run_1/drive_strength.png
Scale: 3 px per um.
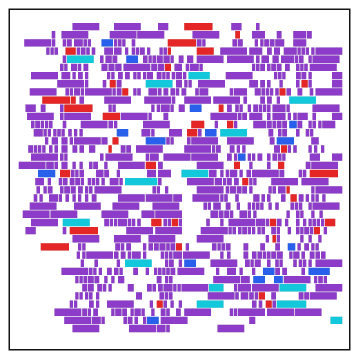
run_1/cell_classes.png
Scale: 3 px per um. Fill, decap, tap and diode cells in grey.
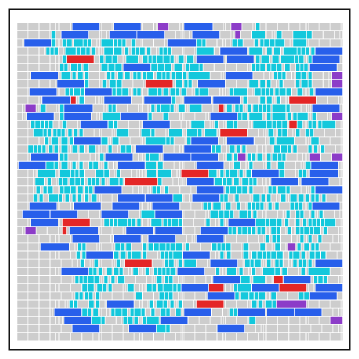
run_1/final_congestion.png
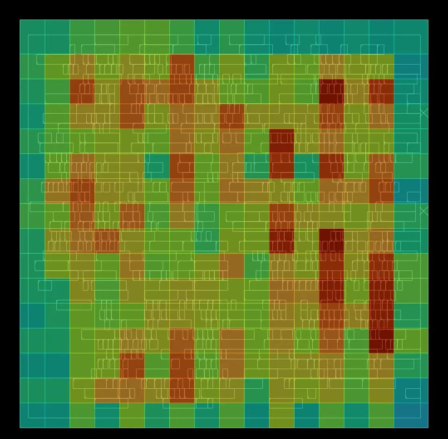
**src/rtl/display_pkg.sv**
```systemverilog
// Shared types and default timing constants for the seven-segment scroll controller.
package display_pkg;

    typedef enum logic [1:0] {
        MANUAL     = 2'd0,
        AUTO_STEP  = 2'd1,
        AUTO_DWELL = 2'd2
    } scroll_state_e;

    localparam int COUNT_W = 3;

    localparam int DEF_DEBOUNCE_CYCLES = 500000;
    localparam int DEF_SCROLL_CYCLES   = 25000000;
    localparam int DEF_DWELL_TICKS     = 3;
    localparam int DEF_COUNT_MAX       = 5;

    // Bits needed to hold 0..n-1, never less than one bit.
    function automatic int counter_width(input int n);
        return (n > 1) ? $clog2(n) : 1;
    endfunction

endpackage

```
**src/rtl/key_debounce.sv**
```systemverilog
// Pushbutton conditioning: two-flop synchronizer, stability counter and a
// single-cycle press pulse on the accepted released->pressed transition.
module key_debounce
    import display_pkg::*;
#(
    parameter int DEBOUNCE_CYCLES = DEF_DEBOUNCE_CYCLES
) (
    input  logic clk,
    input  logic rst_n,
    input  logic key_n_i,
    output logic press_o
);

    localparam int CNT_W = counter_width(DEBOUNCE_CYCLES);
    localparam logic [CNT_W-1:0] CNT_LAST = CNT_W'(DEBOUNCE_CYCLES - 1);

    logic             sync1_q;
    logic             sync2_q;
    logic             stable_q;
    logic             stable_d;
    logic [CNT_W-1:0] cnt_q;
    logic [CNT_W-1:0] cnt_d;
    logic             press_q;
    logic             press_d;
    logic             sync_pressed;
    logic             differ;
    logic             accept;

    assign sync_pressed = ~sync2_q;
    assign differ       = (sync_pressed != stable_q);
    assign accept       = differ && (cnt_q == CNT_LAST);

    // Bring the raw active-low key into the clock domain; idle level is released.
    always_ff @(posedge clk or negedge rst_n) begin
        if (!rst_n) begin
            sync1_q <= 1'b1;
            sync2_q <= 1'b1;
        end else begin
            sync1_q <= key_n_i;
            sync2_q <= sync1_q;
        end
    end

    // Count consecutive cycles of disagreement; any bounce back restarts the window.
    always_comb begin
        cnt_d    = cnt_q;
        stable_d = stable_q;
        press_d  = 1'b0;
        if (!differ) begin
            cnt_d = '0;
        end else if (accept) begin
            cnt_d    = '0;
            stable_d = sync_pressed;
            press_d  = sync_pressed;
        end else begin
            cnt_d = cnt_q + 1'b1;
        end
    end

    // Debounced level and press pulse registers; reset reports the key released.
    always_ff @(posedge clk or negedge rst_n) begin
        if (!rst_n) begin
            cnt_q    <= '0;
            stable_q <= 1'b0;
            press_q  <= 1'b0;
        end else begin
            cnt_q    <= cnt_d;
            stable_q <= stable_d;
            press_q  <= press_d;
        end
    end

    assign press_o = press_q;

endmodule

```
**src/rtl/display_scroll_ctrl.sv**
```systemverilog
// Window-select and source-select sequencing for the 6-digit display path,
// with debounced manual keys and an auto-scroll sweep over the 11-digit value.
module display_scroll_ctrl
    import display_pkg::*;
#(
    parameter int DEBOUNCE_CYCLES = DEF_DEBOUNCE_CYCLES,
    parameter int SCROLL_CYCLES   = DEF_SCROLL_CYCLES,
    parameter int DWELL_TICKS     = DEF_DWELL_TICKS,
    parameter int COUNT_MAX       = DEF_COUNT_MAX
) (
    input  logic               clk,
    input  logic               rst_n,
    input  logic               key_left_n,
    input  logic               key_right_n,
    input  logic               key_src_n,
    input  logic               auto_en,
    input  logic               result_load,
    output logic [COUNT_W-1:0] count,
    output logic               toggle,
    output logic               auto_active
);

    localparam int TICK_W  = counter_width(SCROLL_CYCLES);
    localparam int DWELL_W = counter_width(DWELL_TICKS);
    localparam logic [TICK_W-1:0]  TICK_LAST  = TICK_W'(SCROLL_CYCLES - 1);
    localparam logic [DWELL_W-1:0] DWELL_LAST = DWELL_W'(DWELL_TICKS - 1);
    localparam logic [COUNT_W-1:0] CMAX       = COUNT_W'(COUNT_MAX);

    logic left_press;
    logic right_press;
    logic src_press;

    scroll_state_e       state_q, state_d;
    logic [COUNT_W-1:0]  count_q, count_d;
    logic                toggle_q, toggle_d;
    logic [TICK_W-1:0]   tick_cnt_q, tick_cnt_d;
    logic [DWELL_W-1:0]  dwell_q, dwell_d;
    logic                auto_en_q;
    logic                auto_active_q;

    logic in_auto;
    logic tick;
    logic auto_rise;

    key_debounce #(.DEBOUNCE_CYCLES(DEBOUNCE_CYCLES)) u_left (
        .clk     (clk),
        .rst_n   (rst_n),
        .key_n_i (key_left_n),
        .press_o (left_press)
    );

    key_debounce #(.DEBOUNCE_CYCLES(DEBOUNCE_CYCLES)) u_right (
        .clk     (clk),
        .rst_n   (rst_n),
        .key_n_i (key_right_n),
        .press_o (right_press)
    );

    key_debounce #(.DEBOUNCE_CYCLES(DEBOUNCE_CYCLES)) u_src (
        .clk     (clk),
        .rst_n   (rst_n),
        .key_n_i (key_src_n),
        .press_o (src_press)
    );

    assign in_auto   = (state_q != MANUAL);
    assign tick      = in_auto && auto_en && (tick_cnt_q == TICK_LAST);
    assign auto_rise = auto_en && !auto_en_q;

    // Next-state logic: result_load beats src, src beats left/right, keys beat the auto tick.
    always_comb begin
        state_d    = state_q;
        count_d    = count_q;
        toggle_d   = toggle_q;
        dwell_d    = dwell_q;
        tick_cnt_d = '0;
        if (in_auto) begin
            tick_cnt_d = (tick_cnt_q == TICK_LAST) ? '0 : tick_cnt_q + 1'b1;
        end

        if (result_load) begin
            toggle_d = 1'b1;
            count_d  = '0;
            if (state_q == AUTO_DWELL) begin
                state_d    = AUTO_STEP;
                tick_cnt_d = '0;
            end
        end else if (src_press) begin
            toggle_d   = ~toggle_q;
            count_d    = '0;
            tick_cnt_d = '0;
        end else if (left_press ^ right_press) begin
            if (right_press) begin
                count_d = (count_q >= CMAX) ? CMAX : count_q + 1'b1;
            end else begin
                count_d = (count_q == '0) ? '0 : count_q - 1'b1;
            end
            state_d = MANUAL;
        end else if (tick) begin
            case (state_q)
                AUTO_STEP: begin
                    if (count_q >= CMAX - 1'b1) begin
                        count_d = CMAX;
                        state_d = AUTO_DWELL;
                        dwell_d = '0;
                    end else begin
                        count_d = count_q + 1'b1;
                    end
                end
                AUTO_DWELL: begin
                    if (dwell_q == DWELL_LAST) begin
                        count_d = '0;
                        state_d = AUTO_STEP;
                    end else begin
                        dwell_d = dwell_q + 1'b1;
                    end
                end
                default: ;
            endcase
        end

        if ((state_q == MANUAL) && auto_rise) begin
            state_d    = AUTO_STEP;
            tick_cnt_d = '0;
        end

        if (in_auto && !auto_en) begin
            state_d = MANUAL;
        end
    end

    // State and output registers; the auto_en copy resets high so a level held through reset is not an edge.
    always_ff @(posedge clk or negedge rst_n) begin
        if (!rst_n) begin
            state_q       <= MANUAL;
            count_q       <= '0;
            toggle_q      <= 1'b0;
            tick_cnt_q    <= '0;
            dwell_q       <= '0;
            auto_en_q     <= 1'b1;
            auto_active_q <= 1'b0;
        end else begin
            state_q       <= state_d;
            count_q       <= count_d;
            toggle_q      <= toggle_d;
            tick_cnt_q    <= tick_cnt_d;
            dwell_q       <= dwell_d;
            auto_en_q     <= auto_en;
            auto_active_q <= (state_d != MANUAL);
        end
    end

    assign count       = count_q;
    assign toggle      = toggle_q;
    assign auto_active = auto_active_q;

endmodule

```
**config.mk**
```make
export PLATFORM = sky130hd
export DESIGN_NAME = display_scroll_ctrl
export DESIGN_NICKNAME = d
export VERILOG_FILES = /design/src/rtl/display_pkg.sv /design/src/rtl/key_debounce.sv /design/src/rtl/display_scroll_ctrl.sv
export SDC_FILE = /design/constraint.sdc
export NUM_CORES = 1
export LEC_CHECK = 0
export ABC_AREA = 1
export CORE_MARGIN = 2
export CORE_UTILIZATION = 50
export CTS_CLUSTER_SIZE = 28
export DETAILED_ROUTE_END_ITERATION = 12
export GPL_TIMING_DRIVEN = 0
export PLACE_DENSITY = 0.68
export SLEW_MARGIN = 10
export SYNTH_ARGS = -nofsm -noshare
export SYNTH_HDL_FRONTEND = slang
export SYNTH_SLANG_ARGS = --single-unit
```
**constraint.sdc**
```tcl
create_clock -name clk -period 3.5 [get_ports clk]
set_input_delay 0.875 -clock clk [delete_from_list [all_inputs] [get_ports clk]]
set_output_delay 0.875 -clock clk [all_outputs]
set_load 0.05 [all_outputs]
```
==> notes.md, run 1 <==
impl run done, here's what came out: Tool Warnings 35, TritonCTS clock tree yes, failing checks design-rule violations, postcts setup bufs 0, Gate Count Post-Synth ~760, CTS Sinks around 100, cts repair resizes 0, status complete, but fails checks, Distinct cells, synth a little over 40, Buf+Inv Stages, Crit Path 1, final hold slack ~0.34 ns, WS Path Type register to primary output, most area-hungry cell type in the Yosys netlist dfrtp_1, Final Max Slew Viols 0, warnings from Yosys 0, post-synth net total approximately 780, top cells by count nand2_1, nor2_1, dfrtp_1, inv_1, nand3_1, Clk pin slew, worst setup/hold paths around 0.060 ns, Slowest Stage Delay on Critical Path 0.87 ns, crit path cell chain clkdlybuf4s50_1, initial DRC count about 440, placed cell areas roughly 0.0062 mm2, vias in the first global route 4801, endpoints failing setup 0, CTS Root Cell clkbuf_16, drt total wl about 12000 um, slew at the pin with the worst max-slew slack 0.745 ns, EDFF count, synth 0, Area leader share roughly 40%, Post-synth top flop dfrtp_1, # DRC 2, setup slack, reg-to-reg 1.53 ns, first-pass GRT wire length approximately 21000 um
Back to the opening pictures, drive_strength.png:
colour	size	cells	share
blue	drive 3 to 4	17	2.2%
red	drive 2	42	5.3%
cyan	drive 6 and up	14	1.8%
purple	drive 1 or less	713	91%
number of non-clock buffers: 14
worst setup margin: 0.844 ns
area delta synth->final: 10.2%
Final Cell Area: 0.00655 mm2

Back to the opening pictures, cell_classes.png:
colour	class	cells	share of their area
purple	other buffers and delay cells	14	2.3%
cyan	all other logic	652	52%
red	clock drivers and dummy loads	16	4.7%
blue	flops	104	41%
# rows: 39
final core utilization: 56.8%
core area: 0.0115 mm2
Seq area share: 39.9%

Back to the opening pictures, final_congestion.png:
met3 usage: 5.36%
met2 Use GR: 33.3%
Routed WL per cell: 13.1 um
grt met1 use: 27.5%
GRT Total Usage: 20.6%

==> run 1: layer usage <==
layer  GRT usage, %  share of wire (%)
met1           27.5                 48
met3           5.36                4.3
met2           33.3                 47
met4           6.34                1.4
met5              0                  0
==> run 1: flip-flops by register name, indices dropped and copies added, names as in the netlist, 2 cells and up <==
signal / cells
u_right.cnt_q: 19
u_src.cnt_q: 19
state_q: 2
dwell_q: 2
count: 3
tick_cnt_q: 25
u_left.cnt_q: 19
==> run 1: worst max-delay path by stage <==
stage	from	end	slack (ns)	depth (start not counted)
6_report	count[2]	count[2]	0.84	1
5_1_grt	count[2]	count[2]	0.77	1
4_1_cts	count[2]	count[2]	0.82	1
3_5_place_dp	count[2]	count[2]	1.20	1
3_3_place_gp	rst_n	u_src.cnt_q[13]	-2.38	1
2_1_floorplan	result_load	tick_cnt_q[9]	1.61	9
==> run 1: cells in the final DEF, fill, tap and decap left out, drive strengths merged, types with 5 or more instances in the layout <==
| cell | count |
|---|---|
| ha | 16 |
| inv | 101 |
| clkdlybuf4s50 | 9 |
| nand3 | 47 |
| o21ai | 28 |
| nor2 | 147 |
| a21oi | 30 |
| clkbuf | 11 |
| xnor2 | 7 |
| nor4 | 11 |
| buf | 5 |
| nor3 | 39 |
| a31oi | 8 |
| nand4 | 20 |
| dfstp | 7 |
| xor2 | 21 |
| nand2 | 154 |
| dfrtp | 97 |
==> run 1: cell type report <==
cell class	count	area, um2	area share (%)
Multi-Input combinational cell	551	2930	44.7
Sequential cell	104	2610	39.9
Tap cell	143	179	2.73
Timing Repair Buffer	11	129	1.97
Clock buffer	11	243	3.71
Clock inverter	5	56.3	0.860
Buffer	3	20.0	0.306
Inverter	101	379	5.79
==> run 1: cells by family after synthesis <==
kind of cell               share of synthesized area, %
buffers and inverters                              6.72
AOI/OAI and AO/OA                                  7.16
adders and majority gates                          3.37
DFF                                                44.0
muxes                                             0.169
and+or+nand+nor                                    34.2
xor gates and xnor gates                           4.38
==> run 1: power breakdown <==
group          total, mW  leakage, nW  switching [mW]  internal, mW
clock network       1.01        0.145           0.441         0.573
logic              0.484         1.29           0.315         0.169
registers           1.30         1.40          0.0510          1.25
==> run 1: stage by stage <==
stage	utilization [%]	setup slack, ns
finish	56.8	0.844
global route	56.8	0.774
CTS	56.8	0.818
detailed placement	54.2	1.20
global placement	54.0	-2.38
floorplan	-	1.61
--- run 2 (diff from run 1) ---
clock period = 2.6 ns   (was 3.5 ns; I/O delays follow)
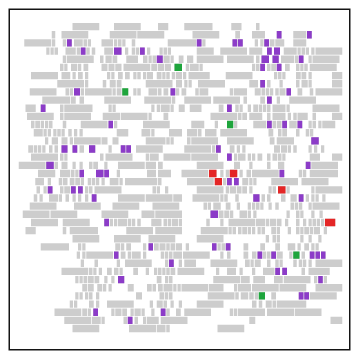
run_2/gate_families.png
Scale: 3 px per um.
colour	family	cells
purple	inverting AOI/OAI gates	72
red	AND-OR and OR-AND gates	5
green	AND and OR gates	5
final cell count without fillers: 929
Comb/total area: 44.7%
most frequent logic cell in the layout: nand2_1

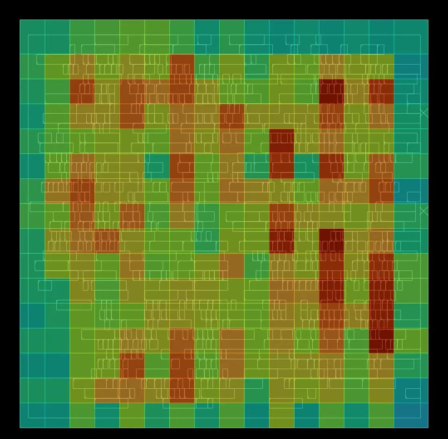
run_2/final_congestion.png
busiest grt layer: met2

==> notes.md, run 2 <==
impl run done, here's what came out: share of power burned in registers between 40% and 50%, switching share of total power between 20% and 30%, failing checks design-rule violations, drt total wl approximately 12000 um, # rows 39, EDFF count, synth 0, final core utilization 56.8%, max FFs per register 25, status complete, but fails checks, area delta synth->final 10.2%, CTS Sinks about 100, endpoints failing setup 0, CTS Root Cell clkbuf_16, warnings from Yosys 0, Gate Count Post-Synth about 760, first-pass GRT wire length 21500 um, grt met1 use between 20% and 30%, # DRC 2, WS Path Type register to primary output, Int Pwr 2.68 mW, setup slack, reg-to-reg about 0.63 ns, Slowest Stage Delay on Critical Path 0.87 ns, Final Cell Area approximately 0.0065 mm2, Buf+Inv Stages, Crit Path 1, combinational share of power between 15 and 20%, most area-hungry cell type in the Yosys netlist dfrtp_1, initial DRC count 443, core area ~0.012 mm2, cts repair resizes 0, met2 Use GR 33.3%, TritonCTS clock tree yes, Top Layout Cells nand2_1, nor2_1, inv_1, dfrtp_1, nand3_1, sw power around 1.1 mW, Final Max Slew Viols 0, Clk pin slew, worst setup/hold paths roughly 0.060 ns, placed cell areas about 0.0062 mm2, Tool Warnings 35, vias in the first global route between 4k and 5k, crit path cell chain clkdlybuf4s50_1, slew at the pin with the worst max-slew slack between 0.7 and 0.8 ns, met3 usage around 5.4%, Post-synth top flop dfrtp_1, GRT Total Usage just over 20%, Clk pwr share between 30% and 40%, postcts setup bufs 0, Distinct cells, synth between 40 and 50
==> run 2: cell counts after synthesis <==
Identical to the previous run, type by type.
==> run 2: area by class of cell <==
class	count	area, um2	share of cell area [%]
plain buffers	3	20.0	0.306
clock buffers	11	243	3.71
clock inverters	5	56.3	0.860
inverters	101	379	5.79
multi-input cells	551	2930	44.7
flip-flops and latches	104	2610	39.9
well taps	143	179	2.73
repair buffers	11	129	1.97
==> run 2: kinds of logic after synthesis <==
kind of cell    after synthesis  share of synthesized area (%)
fa+ha+maj                    16                           3.37
compound gates               77                           7.16
buf+inv                     104                           6.72
simple gates                429                           34.2
flops                       104                           44.0
xor+xnor                     28                           4.38
mux                           1                          0.169
==> run 2: routing by layer <==
layer,vias to the layer above,wire (um)
met5,-,0
li1,2509,-
met1,2366,5790
met2,106,5670
met3,15,521
met4,0,172
==> run 2: stage by stage <==
stage,setup WS [ns],hold slack (ns),power [mW],cells,TNS [ns]
after floorplan,0.783,0.345,2.24,759,0
after global placement,-3.06,0.345,2.41,912,-308.29
after detailed placement,0.530,0.347,2.44,913,0
after CTS,0.143,0.106,3.82,929,0
after global routing,0.0993,0.105,3.97,929,0
final,0.169,0.113,3.77,929,0
==> run 2: power groups by stage <==
stage	Combinational [mW]	Clock, mW	Sequential [mW]
global placement	0.630	0	1.78
global route	0.736	1.47	1.76
finish	0.652	1.37	1.75
floorplan	0.401	0	1.83
CTS	0.656	1.41	1.75
detailed placement	0.652	0	1.79
==> run 2: worst paths after layout <==
check | from | to | cells past startpoint
setup / recovery | count[2] | count[2] | 1
hold / removal | rst_n | tick_cnt_q[11] | 1
setup reg to reg | state_q[0] | tick_cnt_q[17] | 10
hold reg to reg | u_left.sync1_q | u_left.sync2_q | 0
max in group asynchronous | rst_n | u_left.sync1_q | 2
min in group clk | u_left.sync1_q | u_left.sync2_q | 0
--- run 3 (diff from run 2) ---
clock period = 2.97 ns   (was 2.6 ns; I/O delays follow)
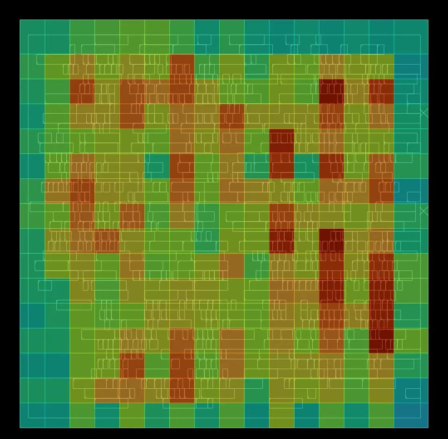
run_3/final_congestion.png

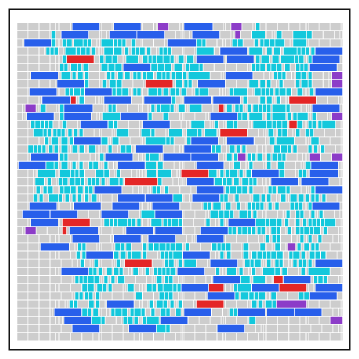
run_3/cell_classes.png
Scale: 3 px per um. Fill, decap, tap and diode cells in grey.
colour	class	cells	share of their area
cyan	all other logic	652	52%
blue	flops	104	41%
red	clock drivers and dummy loads	16	4.7%
purple	other buffers and delay cells	14	2.3%

==> notes.md, run 3 <==
impl run done, here's what came out: Top Layout Cells nand2_1, nor2_1, inv_1, dfrtp_1, nand3_1, # DRC 2, warnings from Yosys 0, # rows 39, Buf+Inv Stages, Crit Path 1, core area between 0.01 and 0.015 mm2, pre-CTS setup slack just over 0.8 ns, area delta synth->final 10.2%, Reg with most FFs tick_cnt_q, failing checks design-rule violations, Area leader share 40.9%, TritonCTS clock tree yes, GRT Total Usage 20.6%, most frequent logic cell in the layout nand2_1, most area-hungry cell type in the Yosys netlist dfrtp_1, slew at the pin with the worst max-slew slack 0.745 ns, Slowest Stage Delay on Critical Path slightly below 0.9 ns, FF+latch area between 0.002 and 0.003 mm2, status complete, but fails checks, CTS Sinks between 100 and 150
## run 3: cell counts after synthesis
Identical to the previous run, type by type.
## run 3: cell families (layout without fill, tap and decap cells)
| kind of cell | after synthesis | after routing | share of synthesized area, % |
|---|---|---|---|
| buffers and inverters | 104 | 131 | 6.72 |
| XOR/XNOR | 28 | 28 | 4.38 |
| flip-flops | 104 | 104 | 44.0 |
| adder cells (fa/ha/maj) | 16 | 16 | 3.37 |
| AND/OR/NAND/NOR | 429 | 429 | 34.2 |
| AND-OR/OR-AND | 77 | 77 | 7.16 |
| multiplexers | 1 | 1 | 0.169 |
## run 3: path summary, 6_finish.rpt
kind	slack [ns]	end
setup reg to reg	1.00	tick_cnt_q[17]
max in group asynchronous	2.08	u_left.sync1_q
hold reg to reg	0.36	u_left.sync2_q
min in group clk	0.36	u_left.sync2_q
setup / recovery	0.45	count[2]
hold / removal	0.21	tick_cnt_q[11]
## run 3: layout make-up
type,instances,share of cell area (%)
multi-input combinational,551,44.7
sequential,104,39.9
inverter,101,5.79
clock buffer,11,3.71
tap,143,2.73
timing repair buffer,11,1.97
clock inverter,5,0.860
buffer,3,0.306
## run 3: metal layers
layer | part of all wire (%) | up-vias | global-route usage (%)
met3 | 4.3 | 15 | 5.36
met4 | 1.4 | 0 | 6.34
met2 | 47 | 106 | 33.3
li1 | - | 2509 | -
met1 | 48 | 2366 | 27.5
met5 | 0 | - | 0
## run 3: stage by stage
step	cell area [um2]	std cells	total power, mW	TNS [ns]
finish	6550	929	3.30	0
global route	6550	929	3.48	0
CTS	6550	929	3.35	0
detailed placement	6250	913	2.13	0
global placement	6220	912	2.11	-279.43
floorplan	5940	759	1.96	0
## run 3: power breakdown
| group | internal, mW | switching, mW | leakage (nW) |
|---|---|---|---|
| Combinational | 0.200 | 0.371 | 1.29 |
| Sequential | 1.48 | 0.0601 | 1.40 |
| Clock | 0.675 | 0.520 | 0.145 |
Power figures rest on the tool's default switching activity, not on a simulated workload.
